[config.mk]
export PLATFORM = sky130hd
export DESIGN_NAME = fft_loader_flat
export DESIGN_NICKNAME = d
export VERILOG_FILES = /design/src/rtl/fft_pkg.sv /design/src/rtl/fft_loader_if.sv /design/src/rtl/fft_loader.sv /design/src/flat_wrapper.sv
export SDC_FILE = /design/constraint.sdc
export NUM_CORES = 1
export LEC_CHECK = 0
export CORE_UTILIZATION = 53
export DETAILED_ROUTE_END_ITERATION = 10
export PLACE_DENSITY = 0.79
export SETUP_SLACK_MARGIN = 0.15
export SKIP_LAST_GASP = 1
export SYNTH_ARGS = -nofsm -noshare
export SYNTH_HDL_FRONTEND = slang
export SYNTH_SLANG_ARGS = --single-unit
export TNS_END_PERCENT = 5
[constraint.sdc]
create_clock -name clk -period 6.55 [get_ports clk]
set_input_delay 1.31 -clock clk [delete_from_list [all_inputs] [get_ports clk]]
set_output_delay 1.31 -clock clk [all_outputs]
set_load 0.05 [all_outputs]
[src/rtl/fft_pkg.sv]
// Shared definitions for the FFT input front end: frame size, loader
// state encoding and the bit-reversal used to address the frame RAM.
package fft_pkg;

    localparam int N     = 2048;
    localparam int LOG2N = 11;

    typedef enum logic [1:0] {
        FILL  = 2'd0,
        FLUSH = 2'd1,
        START = 2'd2,
        WAIT  = 2'd3
    } ld_state_e;

    // Mirror an 11-bit sample index into its bit-reversed RAM address.
    function automatic logic [LOG2N-1:0] bitrev11(input logic [LOG2N-1:0] a);
        logic [LOG2N-1:0] r;
        for (int i = 0; i < LOG2N; i++) begin
            r[i] = a[LOG2N-1-i];
        end
        return r;
    endfunction

endpackage

[src/rtl/fft_loader_if.sv]
// Sample stream, window LUT, frame RAM write port and FFT handshake of the
// loader. The slave side is the loader itself; master is whoever drives it.
interface fft_loader_if #(
    parameter int WIDTH = 16
);
    import fft_pkg::*;

    logic                     in_valid;
    logic                     in_ready;
    logic signed [WIDTH-6:0]  in_sample;
    logic [LOG2N-1:0]         win_idx;
    logic [WIDTH-1:0]         win_coef;
    logic                     we;
    logic [LOG2N-1:0]         wadr;
    logic [2*WIDTH-1:0]       wd;
    logic                     fft_start;
    logic                     fft_done;
    logic                     busy;

    modport slave (
        input  in_valid, in_sample, win_coef, fft_done,
        output in_ready, win_idx, we, wadr, wd, fft_start, busy
    );

    modport master (
        output in_valid, in_sample, win_coef, fft_done,
        input  in_ready, win_idx, we, wadr, wd, fft_start, busy
    );

endinterface

[src/rtl/fft_loader.sv]
// Front end of the 2048-point FFT: windows each real input sample with its
// Hann coefficient and writes it as {re, 0} at the bit-reversed address of
// the frame RAM. After a full frame it pulses fft_start and stalls the input
// until the engine reports fft_done.
module fft_loader
    import fft_pkg::*;
#(
    parameter int width = 16
) (
    input  logic       clk,
    input  logic       reset,
    fft_loader_if.slave bus
);

    ld_state_e               state_q, state_d;
    logic [LOG2N-1:0]        count_q, count_d;
    logic                    in_ready_q;
    logic                    busy_q;
    logic                    fft_start_q;
    logic                    accept;

    // vld_pipe_q[0]: sample/index registered, coefficient arriving this cycle
    // vld_pipe_q[1]: RAM write presented (this is the we output)
    logic [1:0]              vld_pipe_q;
    logic [1:0]              last_pipe_q;
    logic signed [width-6:0] s1_sample_q;
    logic [LOG2N-1:0]        s1_idx_q;
    logic [LOG2N-1:0]        wadr_q;
    logic [2*width-1:0]      wd_q;

    logic signed [2*width-5:0] prod;
    logic signed [width-1:0]   re;

    // in_ready is only ever high in FILL, so accept needs no state decode.
    assign accept = bus.in_valid && in_ready_q;

    // Coefficient is a positive Q0.width fraction: zero-extend before the
    // signed multiply, then an arithmetic shift floors back to sample scale.
    assign prod = s1_sample_q * $signed({1'b0, bus.win_coef});
    assign re   = width'(prod >>> width);

    // Next-state and frame counter; the counter rests at N-1 until the
    // engine releases the frame, so the wrap happens only on WAIT->FILL.
    always_comb begin
        state_d = state_q;
        count_d = count_q;
        case (state_q)
            FILL: begin
                if (accept) begin
                    if (count_q == LOG2N'(N-1)) state_d = FLUSH;
                    else                        count_d = count_q + 1'b1;
                end
            end
            FLUSH: begin
                // Leave once the final word is on the write port so the RAM
                // has captured it by the time fft_start is seen.
                if (vld_pipe_q[1] && last_pipe_q[1]) state_d = START;
            end
            START: state_d = WAIT;
            WAIT: begin
                if (bus.fft_done) begin
                    state_d = FILL;
                    count_d = '0;
                end
            end
            default: state_d = FILL;
        endcase
    end

    // State, control outputs registered from next state, and the two-stage
    // window/write pipeline.
    always_ff @(posedge clk) begin
        if (reset) begin
            state_q     <= FILL;
            count_q     <= '0;
            in_ready_q  <= 1'b1;
            busy_q      <= 1'b0;
            fft_start_q <= 1'b0;
            vld_pipe_q  <= '0;
            last_pipe_q <= '0;
            s1_sample_q <= '0;
            s1_idx_q    <= '0;
            wadr_q      <= '0;
            wd_q        <= '0;
        end else begin
            state_q     <= state_d;
            count_q     <= count_d;
            in_ready_q  <= (state_d == FILL);
            busy_q      <= (state_d != FILL);
            fft_start_q <= (state_d == START);

            vld_pipe_q  <= {vld_pipe_q[0], accept};
            last_pipe_q <= {last_pipe_q[0] & vld_pipe_q[0],
                            accept && (count_q == LOG2N'(N-1))};
            if (accept) begin
                s1_sample_q <= bus.in_sample;
                s1_idx_q    <= count_q;
            end
            if (vld_pipe_q[0]) begin
                wadr_q <= bitrev11(s1_idx_q);
                wd_q   <= {re, {width{1'b0}}};
            end
        end
    end

    assign bus.in_ready  = in_ready_q;
    assign bus.busy      = busy_q;
    assign bus.fft_start = fft_start_q;
    assign bus.win_idx   = count_q;
    assign bus.we        = vld_pipe_q[1];
    assign bus.wadr      = wadr_q;
    assign bus.wd        = wd_q;

endmodule

[src/flat_wrapper.sv]
// flat-port wrapper written by rule: the top's interface ports become plain ports
module fft_loader_flat import fft_pkg::*;
#(
    parameter int width = 16
)
  (clk, reset, bus_in_valid, bus_in_sample, bus_win_coef, bus_fft_done, bus_in_ready, bus_win_idx, bus_we, bus_wadr, bus_wd, bus_fft_start, bus_busy);
  fft_loader_if #(.WIDTH((16))) bus_i ();
  input  logic clk;
  input  logic reset;
  input wire logic [$bits(bus_i.in_valid)-1:0] bus_in_valid;
  input wire logic [$bits(bus_i.in_sample)-1:0] bus_in_sample;
  input wire logic [$bits(bus_i.win_coef)-1:0] bus_win_coef;
  input wire logic [$bits(bus_i.fft_done)-1:0] bus_fft_done;
  output wire logic [$bits(bus_i.in_ready)-1:0] bus_in_ready;
  output wire logic [$bits(bus_i.win_idx)-1:0] bus_win_idx;
  output wire logic [$bits(bus_i.we)-1:0] bus_we;
  output wire logic [$bits(bus_i.wadr)-1:0] bus_wadr;
  output wire logic [$bits(bus_i.wd)-1:0] bus_wd;
  output wire logic [$bits(bus_i.fft_start)-1:0] bus_fft_start;
  output wire logic [$bits(bus_i.busy)-1:0] bus_busy;
  assign bus_i.in_valid = bus_in_valid;
  assign bus_i.in_sample = bus_in_sample;
  assign bus_i.win_coef = bus_win_coef;
  assign bus_i.fft_done = bus_fft_done;
  assign bus_in_ready = bus_i.in_ready;
  assign bus_win_idx = bus_i.win_idx;
  assign bus_we = bus_i.we;
  assign bus_wadr = bus_i.wadr;
  assign bus_wd = bus_i.wd;
  assign bus_fft_start = bus_i.fft_start;
  assign bus_busy = bus_i.busy;
  fft_loader #(.width(width)) u_core (.clk(clk), .reset(reset), .bus(bus_i));
endmodule
==> flow_summary.toml <==
# implementation run metrics
[synth]
post_synth_ao_oa_area_fraction = 0.0681
post_synth_and_or_nand_nor_area_fraction = 0.194
ys_seq_elements = 65
synth_top_cell_by_count = "inv_1"
yosysCellCount = 931
post_synth_most_frequent_cells = "149 x inv_1, 147 x nand2_1, 124 x fa_1"
synth-area-yosys_mm2 = 0.00807
ys_warn_count = 0
yosys.area.top_type = "fa_1"
synth_seq_share = 0.161
synth_cell_type_count = 50
synth_adder_area_share = 0.432
synth-edff-count = 0
async_flop_share = 0
synthDominantCellAreaShare = 0.308
syn-mean-instance-area_um2 = 8.66
netlist_logic_family_top = "adder cells"
netlist_area_before_placement_mm2 = 0.00807
area_leaders = "fa_1 31%, dfxtp_1 16%, ha_1 12%, inv_1 6.9%, nand2_1 6.8%"
synth_xor_xnor_area_share = 0.0185
mux_area_frac = 0.0174
flop_cell = "dfxtp_1"
synth_cells = 931

[timing]
fmax_mhz = 160
worst_case_clock_skew_ns = 0.00580
rsz_0062_raised_after_global_routing = "false"
worst_margin_slew_ns = 0.984
worst_slew_margin_rel = 0.344
timing.final.max_slew_violations = 0
final.setup.worst_slack_ns = 0.284
setup_tns_ns = 0
timing.final.setup_violations = 0
finalCritPeriodShare = 0.957
hold_viol = 0
finalCriticalPeriod_ns = 6.27

[global_route]
grt_antenna_before_repair = 1
use_met3 = 0.0377
grt-ovfl-total = 0
global_route.usage.met2 = 0.424
grt_start_max_net_pins = 60
grt_pass1_wl_mm = 31.0
vias_in_the_first_global_route = 6580

[floorplan]
floorplan.initialDensity = 0.549
die-area_mm2 = 0.0157
top_level_ports = 89
core.rowCount = 44
die.size.x_um = 125
core-area_mm2 = 0.0147
die_h_um = 125

[setup_path]
worst-endpoint-required_ns = 6.81
timing.critical_path.fanout_max = 9
crit_path_start_kind = "input pin"
ws_path_type = "input pin to flop"
cp_data_arrival_time_ns = 6.53
critical_path.endpoint_type = "flop"

[status]
status = "finished, violations left"
failed_checks = "design-rule violations"

[route]
postRouteAntennaNets = 0
detailedRoute.firstIterationViolations = 370
routed.top_layer = "met5"
dr.pass1.iters = 8
vias_per_cell = 5.27
routed_length_on_met1_mm = 8.03
wl_met3_um = 843
detailroute.wirelength.met2_mm = 9.11
post-route-drc-count = 8

[clock_tree]
ctsHtreeMaxLevel = 3
clk_latency_ns = 0.32
cts_num_sinks = 65
cts_tree = "yes"
clock-root-buffer = "clkbuf_16"
cts.path.max_buffers = 2
clk_transition_reported_paths_ns = 0.05
tritoncts.num_buffers = 9

[power_and_ir_drop]
combinationalPowerShare = 0.469
leakagePower_uw = 0.00460
intPower_uw = 1050
power.clock.fraction = 0.274
power-per-cell-area_mw_per_mm2 = 178
ir_worst_vdd_v = 0.000213
seqPwrFrac = 0.257
p_switching_uw = 646
swShare = 0.380

[job]
max_cap_violations = 0
log.warning_count = 26

[final_layout]
design.final.nets = 1256
drive_gt1_frac = 0.0799
area.growth.synth_to_final_pct = 18.1
antenna_cells = 0
layout.cell_area.non_filler_mm2 = 0.00952

[placement]
cell_area_placed_mm2 = 0.00916
dp_slack_ns = -0.358
port-buffer-count = 72
gp_congestion = 0.856
hpwl_mm = 14.8

[worst_hold_path]
timing.hold.worst.class = "flop to flop"
[cell type report]
| type | instances | area (um^2) |
|---|---|---|
| fill | 1208 | 5180 |
| sequential | 65 | 1300 |
| clock buffer | 13 | 250 |
| tap | 184 | 230 |
| multi-input combinational | 668 | 6000 |
| clock inverter | 3 | 40.0 |
| timing repair buffer | 128 | 1140 |
| inverter | 149 | 559 |
[power by group through the flow]
| stage | clock, uW | combinational [uW] | sequential, uW |
|---|---|---|---|
| after CTS | 468 | 786 | 436 |
| after global placement | 0 | 755 | 443 |
| after global routing | 489 | 904 | 438 |
| final | 464 | 796 | 436 |
| after detailed placement | 0 | 773 | 443 |
| after floorplan | 0 | 509 | 464 |
[worst max-delay path, stage by stage]
cell and delay (ns):
dlygate4sd2_1 0.28, buf_6 0.16, nand2_1 0.08, fa_1 0.53, inv_1 0.05, fa_1 0.56
fa_1 0.47, fa_1 0.51, inv_1 0.07, fa_1 0.54, inv_1 0.04, ha_1 0.32
nand2_1 0.10, o31ai_2 0.29, a211oi_2 0.09, buf_4 0.16, o211ai_4 0.26, a211oi_2 0.12
or4_1 0.49, nand3_1 0.09
[final timing paths]
path | start | cells past startpoint | slack (ns) | to
setup / recovery | bus_win_coef[5] | 20 | 0.28 | u_core.bus.wd[24]
hold reg to reg | u_core.s1_idx_q[5] | 2 | 0.45 | u_core.s1_idx_q[5]
hold / removal | u_core.s1_idx_q[5] | 2 | 0.45 | u_core.s1_idx_q[5]
setup reg to reg | u_core.s1_sample_q[7] | 18 | 0.81 | u_core.bus.wd[24]
[what timing repair did]
| item | in CTS | in global routing |
|---|---|---|
| setup endpoints to repair | 5 | 11 |
| hold buffers | 0 | 0 |
| pin swaps | 1 | 6 |
| hold endpoints to repair | 0 | 0 |
| gates resized | 11 | 13 |
| buffers inserted | 1 | 1 |
[metrics by stage]
stage | util | power [uW] | hold slack (ns) | std cells
floorplan | - | 973 | 0.406 | 946
global placement | 0.623 | 1200 | 0.408 | 1192
detailed placement | 0.623 | 1220 | 0.416 | 1192
CTS | 0.644 | 1690 | 0.455 | 1209
global route | 0.648 | 1830 | 0.475 | 1210
finish | 0.648 | 1700 | 0.454 | 1210
[sequential cells by signal, summed over array words and instances (netlist names)]
| signal | flops |
|---|---|
| u_core.last_pipe_q | 2 |
| u_core.s1_idx_q | 11 |
| u_core.bus.busy | 1 |
| u_core.vld_pipe_q | 2 |
| u_core.bus.in_ready | 1 |
| u_core.bus.wd | 12 |
| u_core.bus.fft_start | 1 |
| u_core.s1_sample_q | 11 |
| u_core.state_q | 2 |
| u_core.bus.win_idx | 11 |
| u_core.bus.wadr | 11 |
[placed cells by master, fill, tap and decap left out, types with 3 or more instances in the layout]
cell and instances:
inv_1 149, nand2_1 147, fa_1 122, ha_1 79, and2_1 76, dfxtp_1 65, clkdlybuf4s50_1 60, buf_4 55
nor2_1 47, a21oi_1 43, conb_1 16, mux2i_1 14, nand3_1 12, o21ai_0 12, nand2b_1 11, xor2_1 11
clkbuf_16 9, nand4_1 7, nor3_1 7, a21o_1 7, xnor2_1 6, and3_1 5, dlygate4sd2_1 5, nor3b_1 4
dlymetal6s2s_1 4, a211o_1 3, o22ai_1 3, clkbuf_1 3
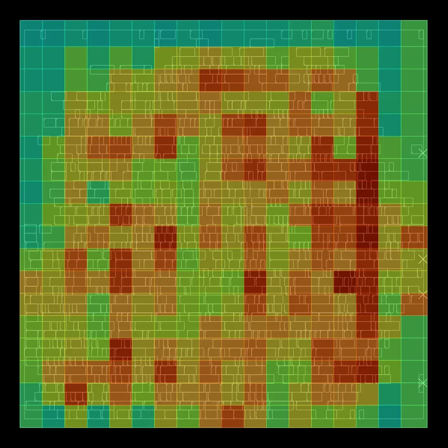
congestion.png
global-route met1 utilization: 0.326
final cell utilization of the core: 0.648
global route hottest layer: met2

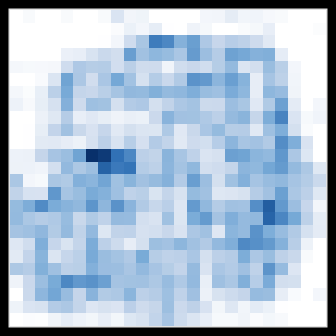
metal_density.png
25 x 25 tiles, from white (low) to dark blue (high), scaled to the fullest tile. Values are wire area over tile area, all layers added.
fullest tile = 0.70
tiles over half the peak = 8.5%
nearly empty tiles = 13%
mean over tiles = 0.18
post-detailed-routing wire length: 18.2 mm
drt wl/cell: 15.1 um
number of vias after detailed routing: 6377

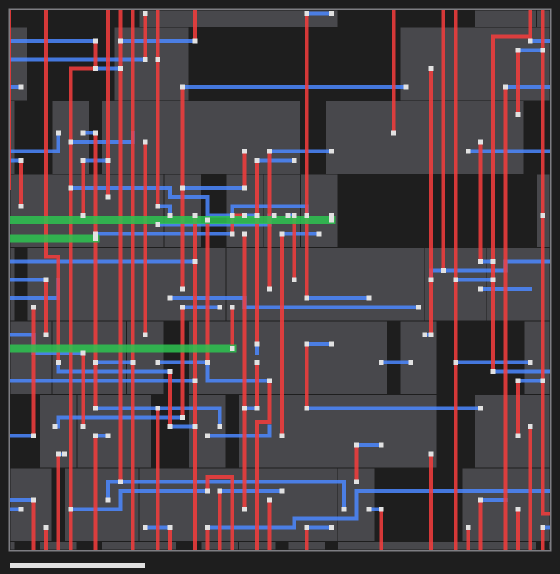
detail.png
Scale bar: 5 um. Window x 84 to 104, y 84 to 104 um. Cells in grey, sequential cells in the stronger grey; small squares are vias.
blue -> metal 1
red -> metal 2
green -> metal 3
cells with their middle in the window = 25
sequential cells in the window = 0
most frequent = fa_1 (9), nand2_1 (8), buf_4 (4)

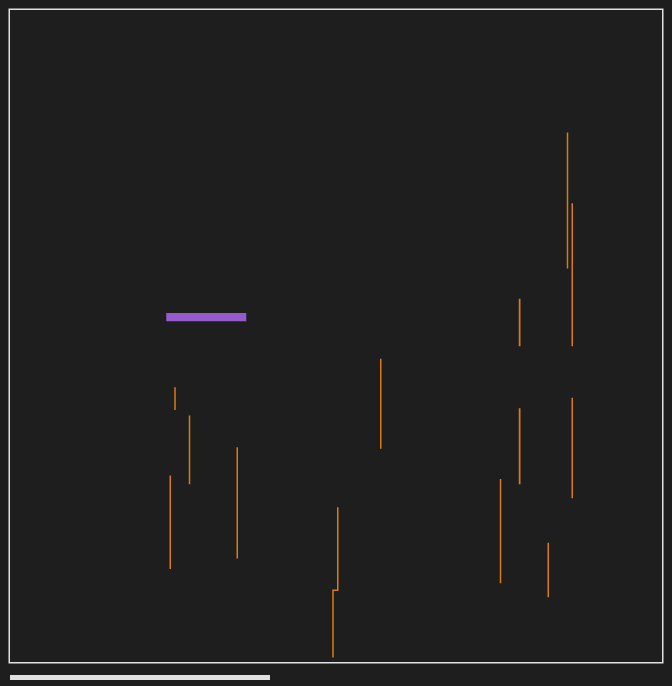
wires.png
Scale bar: 50 um. Only two layers are drawn.
purple -> metal 5  # wire length 13.8 um
orange -> metal 4  # wire length 227 um
GRT Resource Usage Total: 0.245

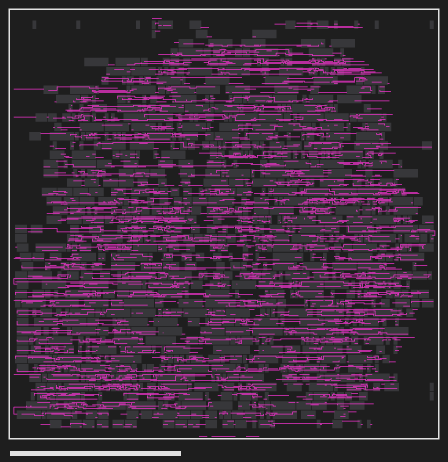
layer_met1.png
Scale bar: 50 um.
main direction = horizontal
share of all routed wire = 44%
nets with wire on the layer = 1134
longest straight run = 37.3 um
wire length on this layer = 8030 um

Power is estimated from default activity; no workload was simulated.
